Run 1, PDN straps and rails:
The bar under the picture is 20 um long. Pins as bars on the die edge. Tap cells in gray.
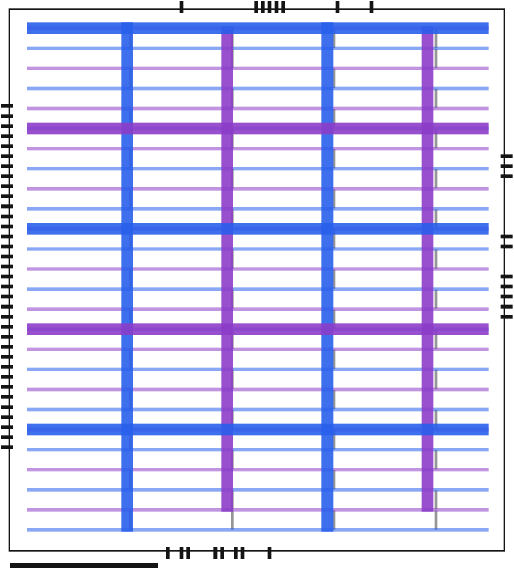
Run 1, placed cells, one color a class:
The bar under the picture is 20 um long.
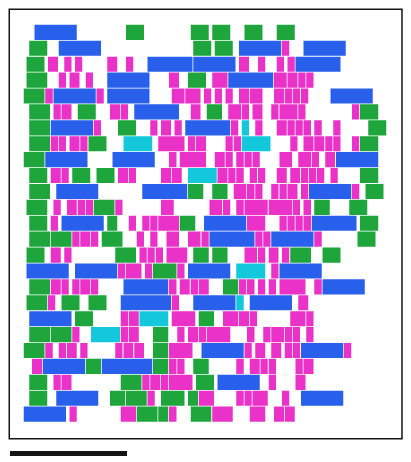
Run 1, routed clock nets over the placement:
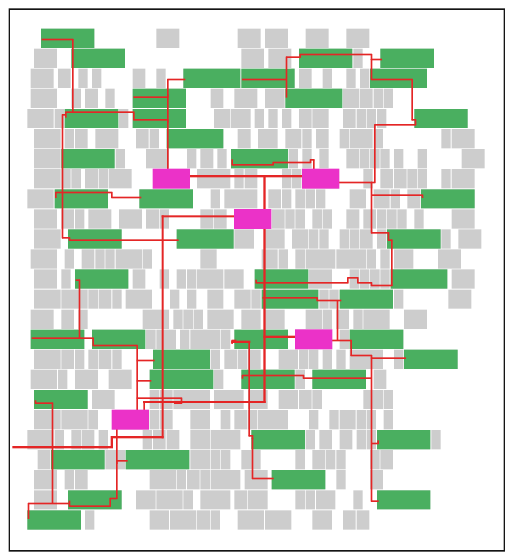
==> config.mk <==
export PLATFORM = sky130hd
export DESIGN_NAME = sensor_read_sequencer
export DESIGN_NICKNAME = d
export VERILOG_FILES = /design/src/rtl/sensor_pkg.sv /design/src/rtl/sensor_timeout_ctr.sv /design/src/rtl/sensor_read_sequencer.sv
export SDC_FILE = /design/constraint.sdc
export NUM_CORES = 1
export LEC_CHECK = 0
export ABC_AREA = 1
export CORE_ASPECT_RATIO = 1.1
export CORE_MARGIN = 2
export CORE_UTILIZATION = 46
export CTS_CLUSTER_SIZE = 24
export DETAILED_ROUTE_END_ITERATION = 10
export PLACE_DENSITY = 0.79
export SETUP_SLACK_MARGIN = 0.3
export SLEW_MARGIN = 30
export SYNTH_ARGS = -nofsm -noshare
export SYNTH_HDL_FRONTEND = slang
export SYNTH_SLANG_ARGS = --single-unit
==> constraint.sdc <==
create_clock -name clk -period 1.9 [get_ports clk]
set_clock_uncertainty 0.1 [all_clocks]
set_input_delay 0.38 -clock clk [delete_from_list [all_inputs] [get_ports clk]]
set_output_delay 0.38 -clock clk [all_outputs]
set_load 0.01 [all_outputs]
==> reports/results.txt, run 1 <==
combinational gates: 203
IO Count: 61
post-synth top area share: 0.440
CTS tree: yes
met3 Use GR: 0.0849
area grow syn2layout: 42.7%
setup TNS: 0 ns
antenna diode count: 0
clk latency late pin: 0.30 ns
Max Used Layer: met4
max cap viols: 0
CP top delay family: flip-flops
total tool warning count: 28
DRT Pass-1 Iters: 4
Die ar.: 0.00490 mm2
R2R Setup Slk: 0.36 ns
CTS sink cnt: 44
largest net degree at the start of global routing: 18
Hold Crit Depth: 1
Avg Cell Area, Syn: 6.95 um2
Yosys reg bits: 44
global route total overflow: 0
IO buf count: 60
leakage power: 1.28 nW
Initial DRC Count: 60
outcome: finished, final reports clean
Gate Area: 996 um2
Fill cells: 396
final setup vio count: 0
Final min period: 1.60 ns
final-report hold violation count: 0
syn_nets: 314
most numerous logic cell after layout: nand2_1
Root Buffer: clkbuf_8
dpl hpwl: 3360 um
Least-Margin Pin Slew: 0.295 ns
final worst slack: 0.295 ns
Final nets: 392
worst path cell trace: nor2_4 -> inv_2 -> nand3_2 -> inv_1 -> buf_2
Setup WS pre-CTS: 0.0104 ns
min-delay worst type: flip-flop to flip-flop
Inverters: 36
met2 WL: 2290 um
Cell Type Count: 27
Tap Cells: 54
## Picture notes: 'PDN straps and rails'
net	color
VSS	blue
VDD	purple
rows	25
met5 straps	5
die y size: 73.2 um
core area: 0.00425 mm2
DIE WIDTH: 66.9 um

## Picture notes: 'placed cells, one color a class'
class	color	cells
other buffers and delay cells	green	76
flip-flops	blue	44
all other logic	magenta	239
clock drivers and dummy loads	cyan	8
site row count: 25
design area: 0.00286 mm2

## Picture notes: 'routed clock nets over the placement'
[clock wires] red | length: 547 um
[flip-flops] green | count: 44
[cells driving clock nets] magenta | count: 5
routed clock nets	6
Clock group: 0.604 mW
clock power share: 0.357

==> run 1: worst register-to-register path, cell delays in order (launching register included) <==
cell and delay, ns:
dfxtp_4 0.37, nor2_4 0.17, buf_4 0.13, buf_4 0.09
nand3_2 0.14, nor2_4 0.16, nand2_1 0.09, o21ai_1 0.14
nor2_1 0.05
==> run 1: cell usage after synthesis <==
master and instances:
o21ai_0 8, nand3_1 16, ha_1 2, o21a_1 2, dfxtp_1 44, clkbuf_1 2
nand4_1 4, xnor2_1 1, nor3b_1 3, nor3_1 6, and3_2 1, nor2_1 39
a21oi_1 26, nand2_1 80, buf_6 2, o21bai_1 2, xor2_1 1, buf_2 1
and3_1 1, nor2_2 4, a31oi_1 1, nand3b_1 2, nand2_4 1, nor2_4 2
nand3_2 1, inv_2 1, inv_1 35
==> run 1: per-stage QoR <==
step / power [mW] / instance area [um2] / instances / hold slack, ns
after floorplan: 1.00 / 2000 / 288 / 0.318
after global placement: 1.08 / 2690 / 404 / 0.330
after detailed placement: 1.08 / 2690 / 404 / 0.337
after CTS: 1.68 / 2790 / 415 / 0.355
after global routing: 1.75 / 2860 / 421 / 0.371
final: 1.69 / 2860 / 421 / 0.354
==> run 1: timing repair <==
item                       4_1_cts  5_1_grt
hold endpoints to repair         0        0
pin swaps                        2        2
gates resized                   62       19
setup endpoints to repair       37       13
setup buffers                    3        6
==> run 1: kinds of logic (layout without fill, tap and decap cells) <==
group | Yosys count | count (layout) | synth area share
fa+ha+maj | 2 | 2 | 0.0125
simple gates | 160 | 160 | 0.351
buf+inv | 41 | 120 | 0.0850
compound gates | 39 | 39 | 0.103
xor+xnor | 2 | 2 | 0.00875
flops | 44 | 44 | 0.440
==> run 1: power by group <==
group / internal (mW) / switching (mW)
logic: 0.0895 / 0.0679
clock network: 0.297 / 0.307
registers: 0.925 / 0.00629
--- run 2 (diff from run 1) ---
--- a/config.mk
+++ b/config.mk
@@ -8,10 +8,10 @@
 export ABC_AREA = 1
 export CORE_ASPECT_RATIO = 1.1
 export CORE_MARGIN = 2
-export CORE_UTILIZATION = 46
+export CORE_UTILIZATION = 42
 export CTS_CLUSTER_SIZE = 24
 export DETAILED_ROUTE_END_ITERATION = 10
-export PLACE_DENSITY = 0.79
+export PLACE_DENSITY = 0.76
 export SETUP_SLACK_MARGIN = 0.3
 export SLEW_MARGIN = 30
 export SYNTH_ARGS = -nofsm -noshare
==> constraint.sdc (replaced) <==
create_clock -name clk -period 1.4 [get_ports clk]
set_clock_uncertainty 0.1 [all_clocks]
set_input_delay 0.28 -clock clk [delete_from_list [all_inputs] [get_ports clk]]
set_output_delay 0.28 -clock clk [all_outputs]
set_load 0.01 [all_outputs]
Run 2, placed cells, one color a class:
The bar under the picture is 20 um long.
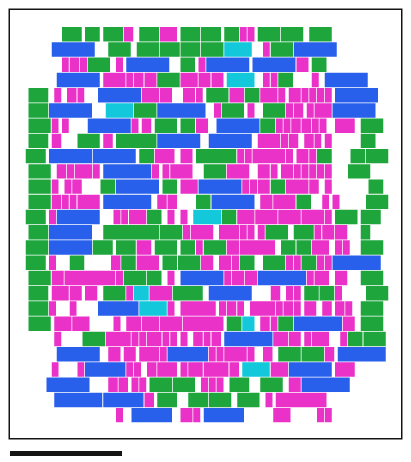
class	color	cells
all other logic	magenta	242
flip-flops	blue	44
clock drivers and dummy loads	cyan	8
other buffers and delay cells	green	112
site row count: 26
design area: 0.00367 mm2
final core occ: 0.795
Seq area share: 0.260

==> run 2 against run 1 <==
The flow now finishes with violations (setup timing). Utilization grew 12 points. Setup slack worse by 0.45 ns. Power up 42%. Cell count is 9.7% higher. Hold slack got worse by 0.010 ns. Wire length rose by 44%. Combinational power grew 83%. Largest power group unchanged. Area after synthesis unchanged. Non-clock buffer count rose by 36. Clock-buffer cell count shrank 2. Register-to-register slack got worse by 0.51 ns. Highest routed layer unchanged.
==> reports/results.txt, run 2 <==
global route total overflow: 0 (unchanged)
outcome: complete, but fails checks
total tool warning count: 29 (+3.6%)
dpl hpwl: 3770 um (+12%)
leakage power: 1.50 nW (+17%)
Cell Type Count: 27 (unchanged)
min-delay worst type: flip-flop to flip-flop
Yosys reg bits: 44 (unchanged)
setup TNS: -2.67 ns (-2.67 ns)
die y size: 76.4 um (+4.4%)
asr flop ratio synth: 0 (unchanged)
most numerous logic cell after layout: nand2_1
final worst slack: -0.155 ns (-0.450 ns)
sequential fraction of the synthesis area: 0.440
Fill cells: 295 (-26%)
DIE WIDTH: 69.8 um (+4.4%)
Final Power: 2.41 mW (+42%)
Final min period: 1.56 ns
max cap viols: 0 (unchanged)
Initial DRC Count: 146 (+140%)
CP Max Fanout: 3
post-layout period usage of the worst path: 1.11
core area: 0.00462 mm2 (+8.6%)
Die ar.: 0.00534 mm2 (+9.0%)
routability cong.: 0.860
IO buf count: 60 (unchanged)
placed cell areas: 0.00292 mm2 (+8.8%)
post-synth top area share: 0.440 (unchanged)
DRT Pass-1 Iters: 4 (unchanged)
syn_nets: 314 (unchanged)
CTS tree: yes
failing checks: setup timing
yosys warns: 0
area grow syn2layout: 83.5%
Setup CP Type: flip-flop to output port
Min Hold Slack: 0.344 ns (-0.00998 ns)
Setup crit end kind: output port
highest clock rate: 643 MHz
Least-Margin Pin Slew: 0.446 ns (+0.150 ns)
Mapped Cells: 288
Routed WL: 6880 um
Root Buffer: clkbuf_8
IO Count: 61 (unchanged)
top post-synthesis cells by area: dfxtp_1 44%, nand2_1 15%, nor2_1 7.3%
most frequent cells after synthesis: 80 x nand2_1, 44 x dfxtp_1, 39 x nor2_1, 35 x inv_1, 26 x a21oi_1
Avg Cell Area, Syn: 6.95 um2 (unchanged)
first-pass GRT wire length: 10,200 um
clock buffer depth: 2
Slew Limit Fails: 0
DR vias/cell: 5.14
Cell Pwr Density: 655 mW/mm2
Num CTS Buffers: 5
count leader, synth: nand2_1
Post-synth EDFFs: 0 (unchanged)
Via Count: 2,374
final-report hold violation count: 0 (unchanged)
ys cells: 288
largest net degree at the start of global routing: 15 (-3)
Hold Crit Depth: 1 (unchanged)
post-synthesis cell area: 0.00200 mm2
Final nets: 431 (+9.9%)
antenna diode count: 0 (unchanged)
Worst setup SP type: flip-flop
CTS sink cnt: 44 (unchanged)
R2R depth: 9
R2R Setup Slk: -0.15 ns (-0.51 ns)
number of global-route vias before repair: 2,306
main flop type: dfxtp_1
Worst Path Arrival: 1.18 ns
final setup vio count: 37 (+37)
Reg clk slew, reported paths: 0.08 ns
Run 2, routed clock nets over the placement:
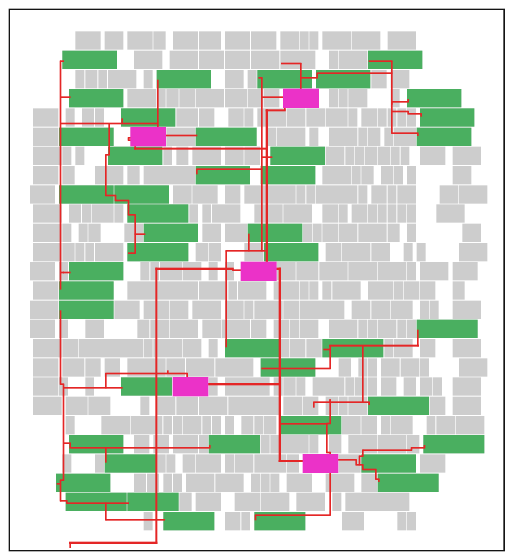
[flip-flops] green | count: 44
[clock wires] red | length: 559 um
[cells driving clock nets] magenta | count: 5
flops lie	widely spread
routed clock nets	6
clk latency late pin: 0.31 ns
clock power share: 0.362
Clock group: 0.871 mW

[run 2: metrics by stage]
step | setup WS, ns | instances
floorplan | 0.104 | 288
global placement | -0.303 | 427
detailed placement | -0.316 | 427
CTS | -0.116 | 453
global route | -0.210 | 462
finish | -0.155 | 462
[run 2: cell families after synthesis]
logic type | count (synthesis) | synth area share
buffers and inverters | 41 | 0.0850
DFF | 44 | 0.440
AOI/OAI and AO/OA | 39 | 0.103
adders and majority gates | 2 | 0.0125
and+or+nand+nor | 160 | 0.351
xor gates and xnor gates | 2 | 0.00875
[run 2: metal layers]
layer / track usage / vias to the layer above / routed length, um
met1: 0.245 / 1113 / 2560
li1: - / 1150 / -
met3: 0.0516 / 24 / 309
met5: 0 / - / 0
met2: 0.438 / 87 / 3780
met4: 0.125 / 0 / 231
[run 2: repair_timing]
action	in CTS	in global routing
endpoints found under the hold margin	0	0
setup buffers	14	9
resized	284	30
pin swaps	22	20
hold buffers	0	0
setup endpoints to repair	81	81
gates cloned	4	0
[run 2: layout make-up]
cell class | count | area [um2] | area share
multi-input combinational | 204 | 1250 | 0.342
sequential | 44 | 953 | 0.260
clock inverter | 2 | 13.8 | 0.00375
timing repair inverter | 2 | 20.0 | 0.00545
clock buffer | 6 | 82.6 | 0.0225
tap | 56 | 70.1 | 0.0191
inverter | 36 | 143 | 0.0388
timing repair buffer | 112 | 1140 | 0.309
[run 2: power by group]
group | total (mW) | internal [mW] | switching, mW
clock network | 0.871 | 0.401 | 0.470
registers | 1.25 | 1.24 | 0.00865
logic | 0.287 | 0.155 | 0.132
[run 2: worst max-delay path: stages, from the launching register on]
cell     delay [ns]
dfxtp_4        0.37
buf_4          0.14
nand2_4        0.09
nand3_2        0.11
inv_2          0.07
buf_6          0.09
Power is estimated from default activity; no workload was simulated.
